Fig. 1: run 1, met1 routing
Scale bar: 50 µm. Supply wires on this layer in grey.
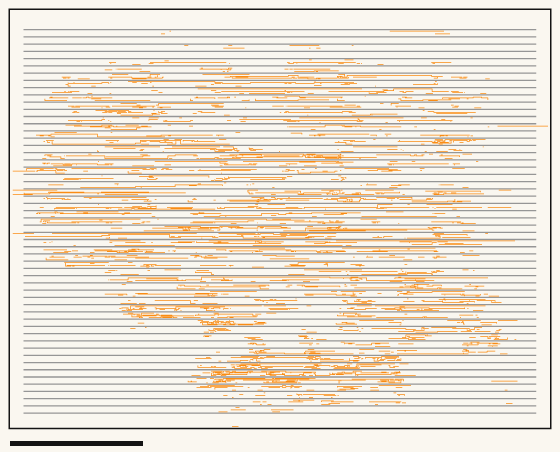
Fig. 2: run 1, signal wires on met2
Scale bar: 50 µm.
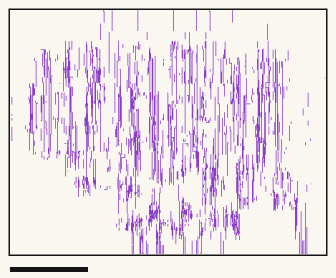
Fig. 3: run 1, the metal 3 layer
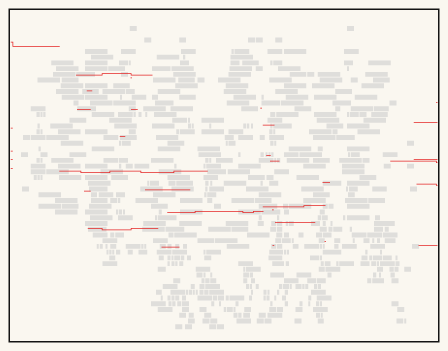
Fig. 4: run 1, metal 4
Scale bar: 50 µm. Supply wires on this layer in grey.
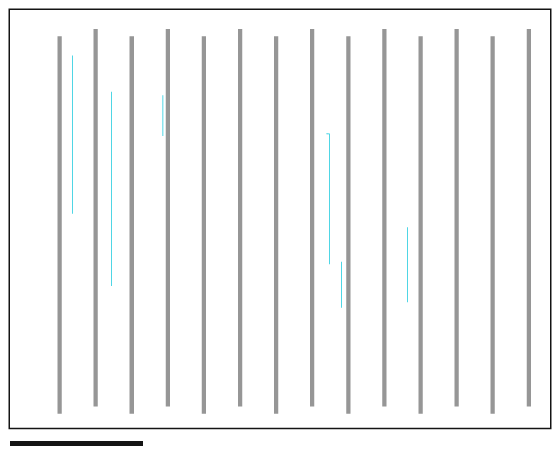
$ cat src/rtl/rcvr_pkg.sv
`default_nettype none
// ============================================================================
//  Module   : rcvr_pkg
//  Purpose  : Shared FSM encoding, clog2 helper and parity-width constant for
//             rcvr_mlane. Optional macro: RCVR_MLANE_PARITY_EN.
//  Revision : 1.0 - initial release
// ============================================================================
package rcvr_pkg;

   typedef enum logic [1:0] {
      ST_IDLE  = 2'd0,
      ST_SHIFT = 2'd1,
      ST_DONE  = 2'd2
   } state_t;

`ifdef RCVR_MLANE_PARITY_EN
   localparam int PAR_BITS = 1;
`else
   localparam int PAR_BITS = 0;
`endif

   function automatic int clog2(input int i_val);
      int r;
      r = 0;
      for (int i = 0; i < 31; i++) begin
         if ((1 << i) < i_val) r = i + 1;
      end
      return r;
   endfunction

endpackage
`default_nettype wire

$ cat src/rtl/rcvr_fwft_fifo.sv
`default_nettype none
// ============================================================================
//  Module   : rcvr_fwft_fifo
//  Purpose  : First-word-fall-through FIFO with registered head and level.
//  Revision : 1.0 - initial release
// ============================================================================
module rcvr_fwft_fifo
   import rcvr_pkg::*;
#(
   parameter int WIDTH = 16,
   parameter int AW    = 3
) (
   input  logic             clk,
   input  logic             rst,
   input  logic             i_wr,
   input  logic [WIDTH-1:0] i_wdata,
   input  logic             i_rd,
   output logic [WIDTH-1:0] o_rdata,
   output logic             o_vld,
   output logic             o_full,
   output logic [AW:0]      o_level
);

   localparam int c_DEPTH = 2**AW;

   logic [WIDTH-1:0] r_mem [c_DEPTH];
   logic [AW:0]      r_wr_ptr;
   logic [AW:0]      r_rd_ptr;
   logic [WIDTH-1:0] r_dout;
   logic [AW:0]      w_rd_ptr_n;
   logic [AW:0]      w_lvl_n;
   logic             w_empty;
   logic             w_push;
   logic             w_pop;

   assign o_level    = r_wr_ptr - r_rd_ptr;
   assign w_empty    = (o_level == '0);
   assign o_full     = (o_level == (AW+1)'(c_DEPTH));
   assign w_pop      = i_rd & ~w_empty;
   assign w_push     = i_wr & (~o_full | w_pop);
   assign w_rd_ptr_n = r_rd_ptr + {{AW{1'b0}}, w_pop};
   assign w_lvl_n    = (r_wr_ptr + {{AW{1'b0}}, w_push}) - w_rd_ptr_n;
   assign o_vld      = ~w_empty;
   assign o_rdata    = r_dout;

   always_ff @(posedge clk) begin
      if (w_push) r_mem[r_wr_ptr[AW-1:0]] <= i_wdata;
   end

   // Head register tracks the word that will sit at the read pointer next cycle.
   always_ff @(posedge clk) begin
      if (rst) begin
         r_wr_ptr <= '0;
         r_rd_ptr <= '0;
         r_dout   <= '0;
      end else begin
         r_wr_ptr <= r_wr_ptr + {{AW{1'b0}}, w_push};
         r_rd_ptr <= w_rd_ptr_n;
         if (w_lvl_n == '0)
            r_dout <= '0;
         else if (w_push && (r_wr_ptr[AW-1:0] == w_rd_ptr_n[AW-1:0]))
            r_dout <= i_wdata;
         else
            r_dout <= r_mem[w_rd_ptr_n[AW-1:0]];
      end
   end

endmodule
`default_nettype wire

$ cat src/rtl/rcvr_mlane.sv
`default_nettype none
// ============================================================================
//  Module   : rcvr_mlane
//  Purpose  : Multi-lane frame-synced serial receiver feeding a FWFT FIFO.
//             Optional macro: RCVR_MLANE_PARITY_EN (per-lane even parity bit).
//  Revision : 1.0 - initial release
// ============================================================================
module rcvr_mlane
   import rcvr_pkg::*;
#(
   parameter int DATA_W  = 16,
   parameter int LANES   = 1,
   parameter int FIFO_AW = 3,
   parameter int CNT_W   = 16
) (
   input  logic                    clk,
   input  logic                    rst,
   input  logic                    i_fs,
   input  logic [LANES-1:0]        i_d,
   output logic [LANES*DATA_W-1:0] o_data,
   output logic                    o_vld,
   input  logic                    i_rdy,
   output logic                    o_frm_err,
   output logic                    o_ovf,
   output logic                    o_par_err,
   output logic [CNT_W-1:0]        o_drop_cnt,
   output logic [FIFO_AW:0]        o_level
);

   localparam int               c_WL      = DATA_W + PAR_BITS;
   localparam int               c_CW      = clog2(c_WL + 1);
   localparam logic [c_CW-1:0]  c_LAST    = c_CW'(c_WL - 1);
   localparam logic [CNT_W-1:0] c_CNT_MAX = '1;

   state_t                  r_state;
   state_t                  w_state_n;
   logic [c_CW-1:0]         r_cnt;
   logic [CNT_W-1:0]        r_drop_cnt;
   logic                    r_frm;
   logic                    r_ovf;
   logic                    w_load;
   logic                    w_shift;
   logic                    w_done;
   logic                    w_frm;
   logic                    w_par_bad;
   logic                    w_ovf;
   logic                    w_drop;
   logic                    w_wr_req;
   logic                    w_fifo_full;
   logic [LANES*DATA_W-1:0] w_word;
`ifdef RCVR_MLANE_PARITY_EN
   logic [LANES-1:0]        w_lane_bad;
   logic                    r_par;
`endif

   for (genvar l = 0; l < LANES; l++) begin : g_lane
      logic [c_WL-1:0] r_sh;

      always_ff @(posedge clk) begin
         if (rst)
            r_sh <= '0;
         else if (w_load)
            r_sh <= {{(c_WL-1){1'b0}}, i_d[l]};
         else if (w_shift)
            r_sh <= {r_sh[c_WL-2:0], i_d[l]};
      end

      assign w_word[l*DATA_W +: DATA_W] = r_sh[PAR_BITS +: DATA_W];
`ifdef RCVR_MLANE_PARITY_EN
      // Data plus even-parity bit must XOR to zero.
      assign w_lane_bad[l] = ^r_sh;
`endif
   end

`ifdef RCVR_MLANE_PARITY_EN
   assign w_par_bad = |w_lane_bad;
`else
   assign w_par_bad = 1'b0;
`endif

   always_comb begin
      w_state_n = r_state;
      w_load    = 1'b0;
      w_shift   = 1'b0;
      w_done    = 1'b0;
      w_frm     = 1'b0;
      case (r_state)
         ST_IDLE: begin
            if (i_fs) begin
               w_load    = 1'b1;
               w_state_n = ST_SHIFT;
            end
         end
         ST_SHIFT: begin
            if (i_fs) begin
               w_frm  = 1'b1;
               w_load = 1'b1;
            end else begin
               w_shift = 1'b1;
               if (r_cnt == c_LAST) w_state_n = ST_DONE;
            end
         end
         ST_DONE: begin
            w_done = 1'b1;
            if (i_fs) begin
               w_load    = 1'b1;
               w_state_n = ST_SHIFT;
            end else begin
               w_state_n = ST_IDLE;
            end
         end
         default: w_state_n = ST_IDLE;
      endcase
   end

   assign w_wr_req = w_done & ~w_par_bad;
   assign w_ovf    = w_wr_req & w_fifo_full & ~(o_vld & i_rdy);
   assign w_drop   = w_ovf | (w_done & w_par_bad);

   always_ff @(posedge clk) begin
      if (rst) begin
         r_state    <= ST_IDLE;
         r_cnt      <= '0;
         r_frm      <= 1'b0;
         r_ovf      <= 1'b0;
         r_drop_cnt <= '0;
      end else begin
         r_state <= w_state_n;
         if (w_load)
            r_cnt <= c_CW'(1);
         else if (w_shift)
            r_cnt <= r_cnt + c_CW'(1);
         r_frm <= w_frm;
         r_ovf <= w_ovf;
         if (w_drop && (r_drop_cnt != c_CNT_MAX))
            r_drop_cnt <= r_drop_cnt + CNT_W'(1);
      end
   end

`ifdef RCVR_MLANE_PARITY_EN
   always_ff @(posedge clk) begin
      if (rst) r_par <= 1'b0;
      else     r_par <= w_done & w_par_bad;
   end
   assign o_par_err = r_par;
`else
   assign o_par_err = 1'b0;
`endif

   assign o_frm_err  = r_frm;
   assign o_ovf      = r_ovf;
   assign o_drop_cnt = r_drop_cnt;

   rcvr_fwft_fifo #(
      .WIDTH (LANES*DATA_W),
      .AW    (FIFO_AW)
   ) u_fifo (
      .clk     (clk),
      .rst     (rst),
      .i_wr    (w_wr_req),
      .i_wdata (w_word),
      .i_rd    (i_rdy),
      .o_rdata (o_data),
      .o_vld   (o_vld),
      .o_full  (w_fifo_full),
      .o_level (o_level)
   );

endmodule
`default_nettype wire
$ cat config.mk
export PLATFORM = sky130hd
export DESIGN_NAME = rcvr_mlane
export DESIGN_NICKNAME = d
export VERILOG_FILES = /design/src/rtl/rcvr_pkg.sv /design/src/rtl/rcvr_fwft_fifo.sv /design/src/rtl/rcvr_mlane.sv
export SDC_FILE = /design/constraint.sdc
export NUM_CORES = 1
export LEC_CHECK = 0
export CORE_AREA = 5 5 198 152
export CTS_CLUSTER_DIAMETER = 30
export DETAILED_ROUTE_END_ITERATION = 8
export DIE_AREA = 0 0 203 157
export PLACE_DENSITY = 0.42
export SETUP_SLACK_MARGIN = 0.15
export SLEW_MARGIN = 20
export SYNTH_ARGS = -nofsm -noshare
export SYNTH_HDL_FRONTEND = slang
export SYNTH_SLANG_ARGS = --single-unit
$ cat constraint.sdc
create_clock -name clk -period 6 [get_ports clk]
set_clock_uncertainty 0.1 [all_clocks]
set_input_delay 0.6 -clock clk [delete_from_list [all_inputs] [get_ports clk]]
set_output_delay 0.6 -clock clk [all_outputs]
set_load 0.02 [all_outputs]
==> flow_summary.toml, run 1 <==
# yosys + openroad results
[finish]
postLayoutCoreUtil_pct = 33.2
clk_share_pct = 6.20
final_common_cell = "edfxtp_1"
design_area_um2 = 9230
fin_cells = 940
drive_gt1_share_pct = 17.7
flop_area_um2 = 5140
largest_reg_flops = 128
comb_share_pct = 26.9
num-nonclk-inverters = 11
largest_cell_class = "registers"

[grt]
grt.overflow.total = 0
antenna_found_initial = 0
grt_use_met3_pct = 2.82
grt_max_degree = 33
grt_use_met2_pct = 18.6

[yosys]
ys_sh_adder_pct = 2.36
ys_chip_area_um2 = 7740
ys_cells = 521
simple_gate_share_pct = 8.97
logic_family = "multiplexers"
ys_warn_count = 0
top_cell_area_share_pct = 49.7
ys_sh_mux_pct = 11.7
async_reset_ff_share_pct = 0
synth_seq_share_pct = 66.5
synth_top_cell_by_count = "edfxtp_1"

[timing]
finalSetupTns_ps = 0
tightest_slew_ps = 1100
slew_viol_final = 0
max-slew-margin-rel_pct = 26.8
finalCritPeriodShare_pct = 79.2
setup_viol = 0
setup_ws_ps = 1250
hold_violations = 0

[worst_setup_path]
crit_path_start_kind = "register"
reg2reg_setup_slack_ps = 1250
crit_path_end = "u_fifo.o_rdata[14]"
rr_startpoint = "u_fifo.r_wr_ptr[1]"
arrival_ps = 5010
worst-path-max-fanout = 17
path_buffers = 1
slowest_delay_ps = 760
end_kind = "register"
crit_chain = "fa_1, nand2b_1, or3_1, nor3_4, nor2_1, ha_1, ha_1, ha_1, a21o_1, a21oi_1, xnor2_1, a41o_1, buf_4, a211oi_2"

[pwr]
p_comb_share_pct = 28.6
power-top-group = "registers"
clock_power_share_pct = 30.5
pg_comb_mw = 1.04
pg_seq_mw = 1.49
switching_share_pct = 29.2
power_clock_mw = 1.11
p_switching_mw = 1.06

[routing]
drtAntennaViolNets = 0
wl_met1_um = 8510
vias_per_cell = 4.57
drt_iter0_drc = 205

[floorplan]
fp_util_pct = 27.9
die_w_um = 203

[placement]
place_inst = 908
place_congestion = 0.694
numPortBuffers = 43
dpl.hpwl_um = 10700

[clocking]
clkTransAtPathRegs_ps = 70
cts.repair.resized = 0
tritoncts = "built"

[outcome]
status = "finished, final reports clean"
-- Fig. 1 (at the start) --
nets with wire on the layer	557
wire length on this layer	8,510 µm
share of all routed wire	49%
longest straight run	67.2 µm
main direction	horizontal

-- Fig. 2 (at the start) --
share of all routed wire	48%
wire length on this layer	8,370 µm
longest straight run	78.5 µm
main direction	vertical
nets with wire on the layer	496

-- Fig. 3 (at the start) --
nets with wire on the layer	21
longest straight run	22.5 µm
main direction	horizontal
share of all routed wire	2.3%

-- Fig. 4 (at the start) --
main direction	vertical
longest straight run	72.8 µm
wire length on this layer	242 µm
Vias: 4,297
Post-Route WL: 17,500 µm

Fig. 5: run 1, routing congestion map
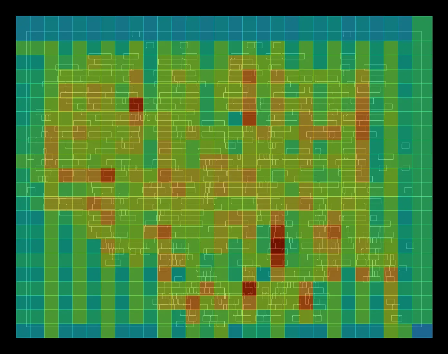

## Run 2: what changed since run 1
- clock period: 6 -> 4.83 ns (I/O delays scaled with it)
Fig. 6: run 2, routing congestion map
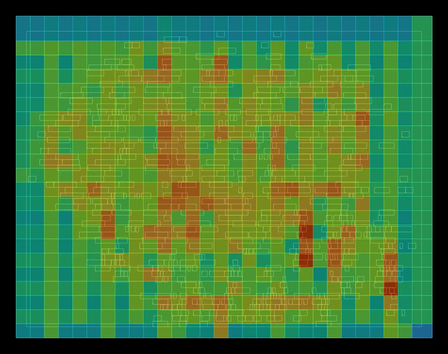
met3 usage: 2.62%
GRT Util Overall: 11.9%
utilization after layout: 33.3%

Fig. 7: run 2, signal wires on met2
Scale bar: 50 µm.
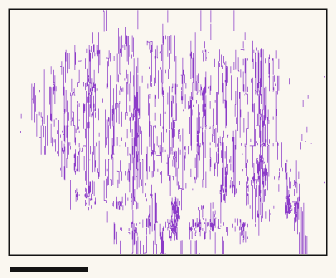
share of all routed wire	45%
nets with wire on the layer	502
longest straight run	70.0 µm
main direction	vertical

==> run 2 against run 1 <==
Global-route usage up 0.43 points; critical endpoint unchanged; die size unchanged; largest cell class unchanged; maximum frequency up 9.9%; sequential share of layout area down 0.11 points; final cell count up 0.11%; first-iteration DRC count up 13%.
==> flow_summary.toml, run 2 <==
# yosys + openroad results
[outcome]
status = "finished, final reports clean"

[pwr]
power_clock_mw = 1.37
p_switching_mw = 1.41
switching_share_pct = 31.0
clock_power_share_pct = 30.0
totalPowerFinal_mw = 4.56
pg_comb_mw = 1.35
pg_seq_mw = 1.85
power-top-group = "registers"
p_comb_share_pct = 29.5

[grt]
grt_use_met2_pct = 18.6
grt_max_degree = 35
grt.overflow.total = 0
use_met1_pct = 16.9

[yosys]
synth_seq_share_pct = 66.5
synth_top_cell_by_count = "edfxtp_1"
logic_family = "multiplexers"
ys_warn_count = 0
async_reset_ff_share_pct = 0
ys_cells = 521
synth_cell_type_count = 40
top_cell_area_share_pct = 49.7
ys_chip_area_um2 = 7740
ys_sh_mux_pct = 11.7
ys_sh_adder_pct = 2.36
simple_gate_share_pct = 8.97

[timing]
hold_violations = 0
tightest_slew_ps = 936
slew_viol_final = 0
max-slew-margin-rel_pct = 37.6
setup_viol = 0
finalSetupTns_ps = 0
setup_ws_ps = 506

[clocking]
tritoncts = "built"
post-cts-setup-buffers = 0
clkTransAtPathRegs_ps = 70
cts.repair.resized = 0

[finish]
fin_cells = 941
num-nonclk-inverters = 11
drive_gt1_share_pct = 18.0
flop_area_um2 = 5140
largest_reg_flops = 128
design_area_um2 = 9240
seq_area_share_pct = 55.7
comb_cells = 289
comb_share_pct = 26.9
largest_cell_class = "registers"

[worst_setup_path]
worst-path-max-fanout = 16
crit_path_end = "u_fifo.o_rdata[14]"
reg2reg_setup_slack_ps = 510
crit_chain = "ha_1, a21oi_1, a21oi_1, nor2_1, or3_1, and2_1, ha_2, ha_1, inv_1, ha_1, a21o_1, a21oi_1, xnor2_1, a41o_1, buf_4, a211oi_2"
rr_startpoint = "u_fifo.r_wr_ptr[1]"
slowest_delay_ps = 730
worst-setup-path-type = "reg2reg"
arrival_ps = 4520
end_kind = "register"
rr_worst_depth = 16
crit_path_start_kind = "register"
path_buffers = 2

[floorplan]
ios = 45
fp_util_pct = 27.9
dieHeight_um = 157
die_w_um = 203
rows = 53

[routing]
drtAntennaViolNets = 0
drt_iter0_drc = 231
wirelength_um = 18200
wl_per_cell_um = 19.3
wl_met1_um = 8930
vias = 4360
vias_per_cell = 4.63

[placement]
place_inst = 909
dpl.hpwl_um = 10700
numPortBuffers = 43
place_congestion = 0.690

[min_path]
min_delay_path_depth = 2

[run]
drv_cap = 0
## Run 3: what changed since run 2
- RECOVER_POWER: default -> 50
Fig. 8: run 3, signal wires on met2
Scale bar: 50 µm.
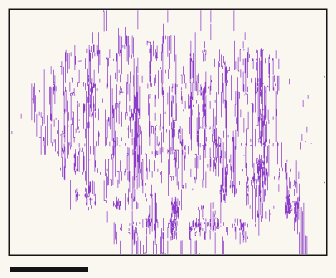
longest straight run	70.0 µm
nets with wire on the layer	506
main direction	vertical
share of all routed wire	46%
wire length on this layer	8,290 µm
met2 Track Usage GR: 18.6%
Vias: 4,394

Fig. 9: run 3, routing congestion map
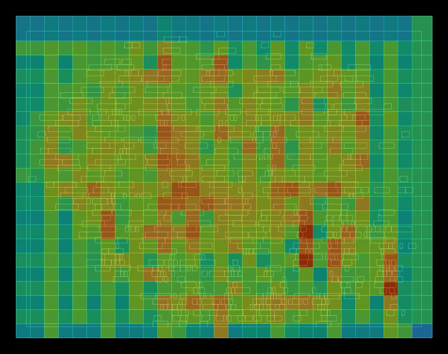
GR peak layer: met2
Routed WL per cell: 19.3 µm
utilization after layout: 33.2%
M1 GR Usage: 16.9%

==> run 3 against run 2 <==
Cell area is essentially flat; global-route usage unchanged; synthesized area is the same; critical endpoint unchanged; largest power group unchanged; the flow now finishes with violations (capacitance limit, slew limit); setup slack worse by 1.5 ps; sequential power hardly changed; wire length rose by 0.26%; maximum frequency is essentially flat.
==> flow_summary.toml, run 3 <==
# yosys + openroad results
[yosys]
synth_cell_type_count = 40
ys_cells = 521
ys_warn_count = 0
logic_family = "multiplexers"
ys_sh_adder_pct = 2.36
ys_sh_mux_pct = 11.7
synth_top_cell_by_count = "edfxtp_1"
async_reset_ff_share_pct = 0
simple_gate_share_pct = 8.97
ys_chip_area_um2 = 7740

[worst_setup_path]
crit_chain = "ha_1, a21oi_1, a21oi_1, nor2_1, or3_1, and2_1, ha_2, ha_1, inv_1, ha_1, a21o_1, a21oi_1, xnor2_1, a41o_1, buf_4, a211oi_2"
worst-setup-path-type = "reg2reg"
crit_cells = 16
arrival_ps = 4520
worst-path-max-fanout = 16
end_kind = "register"
path_buffers = 2
crit_path_end = "u_fifo.o_rdata[14]"
slowest_delay_ps = 730
rr_worst_depth = 16
reg2reg_setup_slack_ps = 500
crit_path_start_kind = "register"
rr_startpoint = "u_fifo.r_wr_ptr[1]"

[timing]
slew_viol_final = 21
hold_violations = 0
finalCritPeriodShare_pct = 89.5
tightest_slew_ps = 1810
setup_viol = 0
setup_ws_ps = 505

[grt]
antenna_found_initial = 0
grt.overflow.total = 0
grt_use_met3_pct = 2.62
grtUsageTotal_pct = 11.9
grt_max_degree = 35

[routing]
wl_met1_um = 9200
drt_iter0_drc = 243
vias_per_cell = 4.67
wirelength_um = 18200
drtAntennaViolNets = 0

[pwr]
p_comb_share_pct = 29.2
p_switching_mw = 1.41
peakVddDrop_mv = 0.293
totalPowerFinal_mw = 4.54
clock_power_share_pct = 30.2
switching_share_pct = 31.1
pg_seq_mw = 1.84
pg_comb_mw = 1.33
power-top-group = "registers"
power_clock_mw = 1.37

[finish]
comb_share_pct = 26.8
largest_cell_class = "registers"
design_area_um2 = 9240
largest_reg_flops = 128
fin_nets = 590
comb_cells = 289
n_fill_cell = 2694
final_common_cell = "edfxtp_1"
flop_area_um2 = 5140
num-nonclk-inverters = 11
seq_area_share_pct = 55.7
drive_gt1_share_pct = 17.8
clk_share_pct = 6.11
fin_cells = 941
clock_buffers = 17

[placement]
place_area_um2 = 8670
place_inst = 909
dpl.hpwl_um = 10700
place_congestion = 0.690
numPortBuffers = 43

[floorplan]
die_w_um = 203
rows = 53
dieHeight_um = 157
die-area_um2 = 31900
ios = 45

[clocking]
cts.repair.resized = 0
post-cts-setup-buffers = 0
tritoncts = "built"
clkTransAtPathRegs_ps = 70

[outcome]
violations = "capacitance limit, slew limit"
status = "complete, but fails checks"

[run]
drv_cap = 1
No activity file was given, so power comes from the tool's default toggle rates.
